## config.mk

```make
export PLATFORM = sky130hd
export DESIGN_NAME = alu_multiciclo
export DESIGN_NICKNAME = d
export VERILOG_FILES = /design/src/rtl/alu_pkg.sv /design/src/rtl/alu_comb.sv /design/src/rtl/alu_multiciclo.sv
export SDC_FILE = /design/constraint.sdc
export NUM_CORES = 1
export LEC_CHECK = 0
export CAP_MARGIN = 0
export CORE_MARGIN = 2
export CORE_UTILIZATION = 57
export DETAILED_ROUTE_END_ITERATION = 12
export PLACE_DENSITY = 0.81
export SETUP_SLACK_MARGIN = 0.2
export SKIP_LAST_GASP = 1
export SLEW_MARGIN = 20
export SYNTH_ARGS = -nofsm -noshare
export SYNTH_HDL_FRONTEND = slang
export SYNTH_SLANG_ARGS = --single-unit
```

## constraint.sdc

```tcl
create_clock -name clk -period 2.9 [get_ports clk]
set_input_delay 0.435 -clock clk [delete_from_list [all_inputs] [get_ports clk]]
set_output_delay 0.435 -clock clk [all_outputs]
set_load 0.05 [all_outputs]
```

## src/rtl/alu_pkg.sv

```systemverilog
// Shared opcode, FSM state and flag definitions for the multi-cycle ALU.
package alu_pkg;

    localparam logic [3:0] OP_ADD = 4'b0000;
    localparam logic [3:0] OP_SUB = 4'b0001;
    localparam logic [3:0] OP_AND = 4'b0010;
    localparam logic [3:0] OP_OR  = 4'b0011;
    localparam logic [3:0] OP_XOR = 4'b0100;
    localparam logic [3:0] OP_SLT = 4'b0101;
    localparam logic [3:0] OP_SLL = 4'b0110;
    localparam logic [3:0] OP_SRL = 4'b0111;
    localparam logic [3:0] OP_MUL = 4'b1000;
    localparam logic [3:0] OP_SRA = 4'b1001;

    localparam logic [1:0] ST_IDLE  = 2'd0;
    localparam logic [1:0] ST_SHIFT = 2'd1;
    localparam logic [1:0] ST_MUL   = 2'd2;
    localparam logic [1:0] ST_DONE  = 2'd3;

    typedef struct packed {
        logic zero;
        logic carry;
        logic overflow;
        logic negative;
    } alu_flags_t;

endpackage

```

## src/rtl/alu_comb.sv

```systemverilog
// Single-cycle arithmetic/logic slice (ADD/SUB/AND/OR/XOR/SLT) with flag generation.
module alu_comb
    import alu_pkg::*;
#(
    parameter int unsigned WIDTH = 8
) (
    input  logic [WIDTH-1:0] a,
    input  logic [WIDTH-1:0] b,
    input  logic [3:0]       op,
    output logic [WIDTH-1:0] result_c,
    output alu_flags_t       flags_c
);

    localparam int unsigned MSB = WIDTH - 1;

    logic [WIDTH:0] sum;
    logic [WIDTH:0] diff;

    // Extra top bit carries the carry-out of ADD and the unsigned borrow of SUB.
    assign sum  = {1'b0, a} + {1'b0, b};
    assign diff = {1'b0, a} - {1'b0, b};

    always_comb begin
        result_c = '0;
        flags_c  = '0;
        case (op)
            OP_ADD: begin
                result_c         = sum[WIDTH-1:0];
                flags_c.carry    = sum[WIDTH];
                flags_c.overflow = (a[MSB] == b[MSB]) && (sum[MSB] != a[MSB]);
            end
            OP_SUB: begin
                result_c         = diff[WIDTH-1:0];
                flags_c.carry    = diff[WIDTH];
                flags_c.overflow = (a[MSB] != b[MSB]) && (diff[MSB] != a[MSB]);
            end
            OP_AND: result_c = a & b;
            OP_OR:  result_c = a | b;
            OP_XOR: result_c = a ^ b;
            OP_SLT: result_c = {{(WIDTH-1){1'b0}}, ($signed(a) < $signed(b))};
            default: result_c = '0;
        endcase
        flags_c.zero     = (result_c == '0);
        flags_c.negative = result_c[MSB];
    end

endmodule

```

## src/rtl/alu_multiciclo.sv

```systemverilog
// Handshaked multi-cycle ALU: single-cycle ops, iterative shifts and shift-add multiply.
// Optional multiplier is compiled only when ALU_MUL_EN is defined.
module alu_multiciclo
    import alu_pkg::*;
#(
    parameter int unsigned WIDTH = 8
) (
    input  logic             clk,
    input  logic             rst,
    input  logic             in_valid,
    output logic             in_ready,
    input  logic [WIDTH-1:0] A,
    input  logic [WIDTH-1:0] B,
    input  logic [3:0]       Controle_ALUop,
    output logic             out_valid,
    input  logic             out_ready,
    output logic [WIDTH-1:0] resultado_ALU,
    output logic             zero,
    output logic             carry,
    output logic             overflow,
    output logic             negative,
    output logic             err
);

    localparam int unsigned SHW = $clog2(WIDTH);

    logic [1:0]       state_q, state_d;
    logic [WIDTH-1:0] res_q, res_d;
    alu_flags_t       flags_q, flags_d;
    logic             err_q, err_d;
    logic [3:0]       op_q, op_d;
    logic [SHW-1:0]   cnt_q, cnt_d;
    logic [WIDTH-1:0] sh_q, sh_d;
    logic [WIDTH-1:0] comb_res;
    alu_flags_t       comb_flags;
    logic [SHW-1:0]   amt;
`ifdef ALU_MUL_EN
    logic [2*WIDTH-1:0] prod_q, prod_d;
    logic [2*WIDTH-1:0] mcand_q, mcand_d;
    logic [WIDTH-1:0]   mplier_q, mplier_d;
`endif

    assign amt = B[SHW-1:0];

    alu_comb #(.WIDTH(WIDTH)) u_comb (
        .a        (A),
        .b        (B),
        .op       (Controle_ALUop),
        .result_c (comb_res),
        .flags_c  (comb_flags)
    );

    function automatic logic [WIDTH-1:0] shift_one(input logic [WIDTH-1:0] v,
                                                   input logic [3:0] op);
        case (op)
            OP_SLL:  shift_one = v << 1;
            OP_SRA:  shift_one = {v[WIDTH-1], v[WIDTH-1:1]};
            default: shift_one = v >> 1;
        endcase
    endfunction

    function automatic alu_flags_t mk_flags(input logic [WIDTH-1:0] r, input logic c);
        mk_flags          = '0;
        mk_flags.zero     = (r == '0);
        mk_flags.carry    = c;
        mk_flags.negative = r[WIDTH-1];
    endfunction

    // Next-state and datapath; the first shift/multiply step is taken on the accept edge.
    always_comb begin
        logic [WIDTH-1:0] sh_step;
`ifdef ALU_MUL_EN
        logic [2*WIDTH-1:0] prod_step;
        prod_d    = prod_q;
        mcand_d   = mcand_q;
        mplier_d  = mplier_q;
        prod_step = '0;
`endif
        state_d = state_q;
        res_d   = res_q;
        flags_d = flags_q;
        err_d   = err_q;
        op_d    = op_q;
        cnt_d   = cnt_q;
        sh_d    = sh_q;
        sh_step = '0;
        case (state_q)
            ST_IDLE: begin
                if (in_valid && in_ready) begin
                    op_d    = Controle_ALUop;
                    err_d   = 1'b0;
                    state_d = ST_DONE;
                    case (Controle_ALUop)
                        OP_ADD, OP_SUB, OP_AND, OP_OR, OP_XOR, OP_SLT: begin
                            res_d   = comb_res;
                            flags_d = comb_flags;
                        end
                        OP_SLL, OP_SRL, OP_SRA: begin
                            sh_step = shift_one(A, Controle_ALUop);
                            if (amt == '0) begin
                                res_d   = A;
                                flags_d = mk_flags(A, 1'b0);
                            end else if (amt == SHW'(1)) begin
                                res_d   = sh_step;
                                flags_d = mk_flags(sh_step, 1'b0);
                            end else begin
                                sh_d    = sh_step;
                                cnt_d   = amt - SHW'(1);
                                state_d = ST_SHIFT;
                            end
                        end
`ifdef ALU_MUL_EN
                        OP_MUL: begin
                            prod_d   = B[0] ? {{WIDTH{1'b0}}, A} : '0;
                            mcand_d  = {{(WIDTH-1){1'b0}}, A, 1'b0};
                            mplier_d = B >> 1;
                            cnt_d    = SHW'(WIDTH - 1);
                            state_d  = ST_MUL;
                        end
`endif
                        default: begin
                            res_d         = '0;
                            flags_d       = '0;
                            flags_d.zero  = 1'b1;
                            err_d         = 1'b1;
                        end
                    endcase
                end
            end
            ST_SHIFT: begin
                sh_step = shift_one(sh_q, op_q);
                cnt_d   = cnt_q - SHW'(1);
                if (cnt_q == SHW'(1)) begin
                    res_d   = sh_step;
                    flags_d = mk_flags(sh_step, 1'b0);
                    state_d = ST_DONE;
                end else begin
                    sh_d = sh_step;
                end
            end
`ifdef ALU_MUL_EN
            ST_MUL: begin
                prod_step = prod_q + (mplier_q[0] ? mcand_q : '0);
                cnt_d     = cnt_q - SHW'(1);
                if (cnt_q == SHW'(1)) begin
                    res_d   = prod_step[WIDTH-1:0];
                    flags_d = mk_flags(prod_step[WIDTH-1:0], |prod_step[2*WIDTH-1:WIDTH]);
                    state_d = ST_DONE;
                end else begin
                    prod_d   = prod_step;
                    mcand_d  = mcand_q << 1;
                    mplier_d = mplier_q >> 1;
                end
            end
`endif
            ST_DONE: begin
                if (out_ready) begin
                    state_d = ST_IDLE;
                end
            end
            default: state_d = ST_IDLE;
        endcase
    end

    always_ff @(posedge clk or posedge rst) begin
        if (rst) begin
            state_q  <= ST_IDLE;
            res_q    <= '0;
            flags_q  <= '0;
            err_q    <= 1'b0;
            op_q     <= '0;
            cnt_q    <= '0;
            sh_q     <= '0;
`ifdef ALU_MUL_EN
            prod_q   <= '0;
            mcand_q  <= '0;
            mplier_q <= '0;
`endif
        end else begin
            state_q  <= state_d;
            res_q    <= res_d;
            flags_q  <= flags_d;
            err_q    <= err_d;
            op_q     <= op_d;
            cnt_q    <= cnt_d;
            sh_q     <= sh_d;
`ifdef ALU_MUL_EN
            prod_q   <= prod_d;
            mcand_q  <= mcand_d;
            mplier_q <= mplier_d;
`endif
        end
    end

    assign in_ready      = (state_q == ST_IDLE) && !rst;
    assign out_valid     = (state_q == ST_DONE);
    assign resultado_ALU = res_q;
    assign zero          = flags_q.zero;
    assign carry         = flags_q.carry;
    assign overflow      = flags_q.overflow;
    assign negative      = flags_q.negative;
    assign err           = err_q;

endmodule

```

==> impl_metrics.tcl <==
# collected from the flow reports
set metrics [dict create \
    status "complete, no violations" \
    end_kind "flip-flop" \
    p_switching_mw 1.49 \
    power_leader "combinational logic" \
    grt_usage_pct 36.4 \
    viasPerCell 6.61 \
    relSlewSlack_pct 65.7 \
    fp_nets 458 \
    hpwl_mm 8.16 \
    drc 0 \
    synth-main-ff-cell "dfrtp_1" \
    dieArea_sq_um 6360 \
    syn2layout_area_growth_pct 43.6 \
    io_buffers 38 \
    cp_slowest_cell "clkdlybuf4s50_1" \
    overflow 0 \
    cp.required_ps 3110 \
    power_frac_comb_pct 65.2 \
    cts_sinks 29 \
    common_cells "ha_1 (33), inv_1 (33), nand2_1 (33)" \
    wl_per_cell_um 19.9 \
    finalClockSkew_ps 5.22 \
    edf_count 0 \
    seqPwrFrac_pct 24.4 \
    cts_tree "yes" \
    clkLatencyLatePin_ps 280 \
    fillers 315 \
    setup_tns_ps 0 \
    slowest_delay_ps 590 \
    wl_met2_mm 5.50 \
    grt_pass1_vias 3801 \
    dpl.cell_count 583 \
    seqCellArea_sq_um 726 \
    yosys-stat-area_sq_um 3270 \
    postSynthAreaPerCell_sq_um 8.20 \
    num_vias 3947 \
    final_nets 583 \
    initialDrtViolationCount 694 \
    rsz0062_at_grt "yes" \
    fin_util_pct 84.8 \
    swShare_pct 48.2 \
    top_area_cell "dfrtp_1" \
    min_period_ps 2800 \
    top_layer "met4" \
    yosys.area.top_type_share_pct 22.2 \
    worstPathCellList "clkdlybuf4s50_1 -> buf_4 -> or4b_1 -> a211oi_1 -> o32ai_1 -> o311a_1 -> nand4_1 -> or4_1 -> o21ai_1" \
    antenna_found_initial 0 \
    ys_seq_share_pct 22.2 \
    netlist_area_sq_um 3270 \
    critPathLaunchType "primary input" \
]
sequential cells by signal, indices dropped and copies added, names as in the netlist:
register	count
overflow	1
err	1
carry	1
op_q	4
resultado_ALU	8
zero	1
state_q	2
sh_q	8
cnt_q	3
per-stage QoR:
| stage | instance area, sq um | total power [mW] | setup WS [ps] |
|---|---|---|---|
| 5_1_grt | 4700 | 3.30 | 25.9 |
| 3_3_place_gp | 4350 | 2.57 | -421 |
| 4_1_cts | 4610 | 3.01 | 205 |
| 3_5_place_dp | 4350 | 2.64 | -550 |
| 6_report | 4700 | 3.10 | 104 |
| 2_1_floorplan | 3270 | 1.97 | 217 |
path summary, 6_finish.rpt:
kind / slack (ps) / end / depth (start not counted) / from
worst min-delay path: 490 / resultado_ALU[4] / 1 / resultado_ALU[4]
max in group asynchronous: 2060 / sh_q[2] / 3 / rst
min in group asynchronous: 570 / state_q[1] / 3 / rst
worst max-delay path: 100 / zero / 9 / Controle_ALUop[3]
worst min register to register: 490 / resultado_ALU[4] / 1 / resultado_ALU[4]
worst max register to register: 350 / zero / 7 / op_q[0]
layout make-up:
| type | instances | share of cell area [%] |
|---|---|---|
| clock buffer | 6 | 1.55 |
| multi-input combinational | 312 | 53.6 |
| sequential | 29 | 15.5 |
| inverter | 33 | 2.64 |
| tap | 72 | 1.92 |
| clock inverter | 2 | 0.213 |
| timing repair buffer | 143 | 24.6 |
cells by family (layout without fill, tap and decap cells):
family	after synthesis	in the layout	share of synthesized area, %
xor+xnor	4	4	1.07
flops	29	29	22.2
simple gates	138	138	24.2
mux	20	20	6.77
fa+ha+maj	35	35	13.8
compound gates	115	115	23.9
buf+inv	58	184	8.07
layer usage:
layer	track usage (%)	vias to the layer above
li1	-	1710
met1	47.9	1826
met2	58.0	323
met3	7.92	88
met4	15.1	0
met5	0	-
closeup.png
The bar under the picture is 5 um long. Region (30, 46) to (50, 66) um. Cells in gray, sequential cells in the stronger gray; small squares are vias.
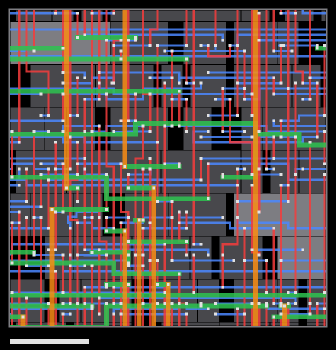
M2 -> red
M3 -> green
M4 -> orange
M1 -> blue
most frequent = mux2i_1 (7), nand2_1 (7), buf_4 (5)
sequential cells in the window = 2
cells with their middle in the window = 42
netlist names of flops here include = resultado_ALU (1), sh_q (1)

gates.png
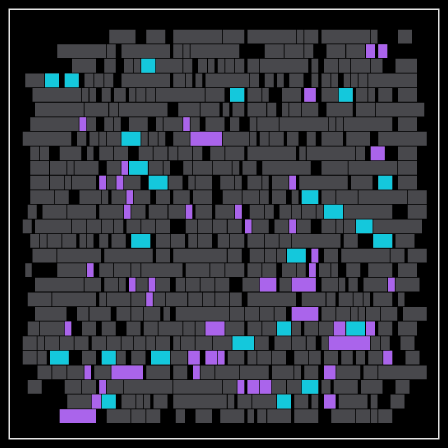
nor cells -> purple  # cells 47
non-inverting ao/oa cells -> cyan  # cells 24, where widely spread

clock_nets.png
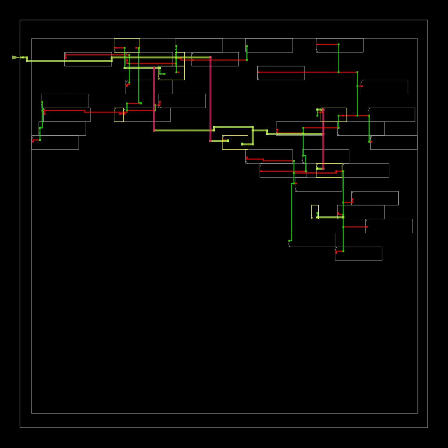
Clock buffer cells: 6
Num CTS Buffers: 5
Clk power: 0.322 mW
flip-flops: 29

route_heat.png
16 x 16 tiles, from white (low) to dark blue (high), scaled to the fullest tile. Values are wire area over tile area, all layers added.
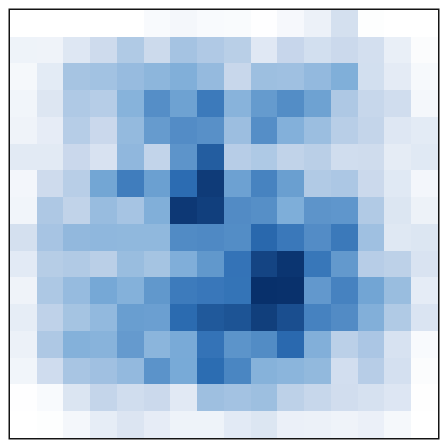
densest ninth of the die = center
nearly empty tiles = 6.2%
tiles over half the peak = 26%
fullest tile = 0.95
mean over tiles = 0.33

pinout.png
The bar under the picture is 20 um long. Pins as bars across the die edge, other pins in gray.
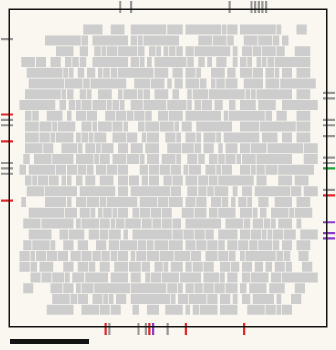
overflow -> green  # pins 1, direction output, edge east
B -> red  # pins 8, direction input, edge 4 south, 3 west, 1 east
Controle_ALUop -> purple  # pins 4, direction input, edge 3 east, 1 south
all pins by edge = 13 east, 9 west, 9 south, 8 north

Power is estimated from default activity; no workload was simulated.
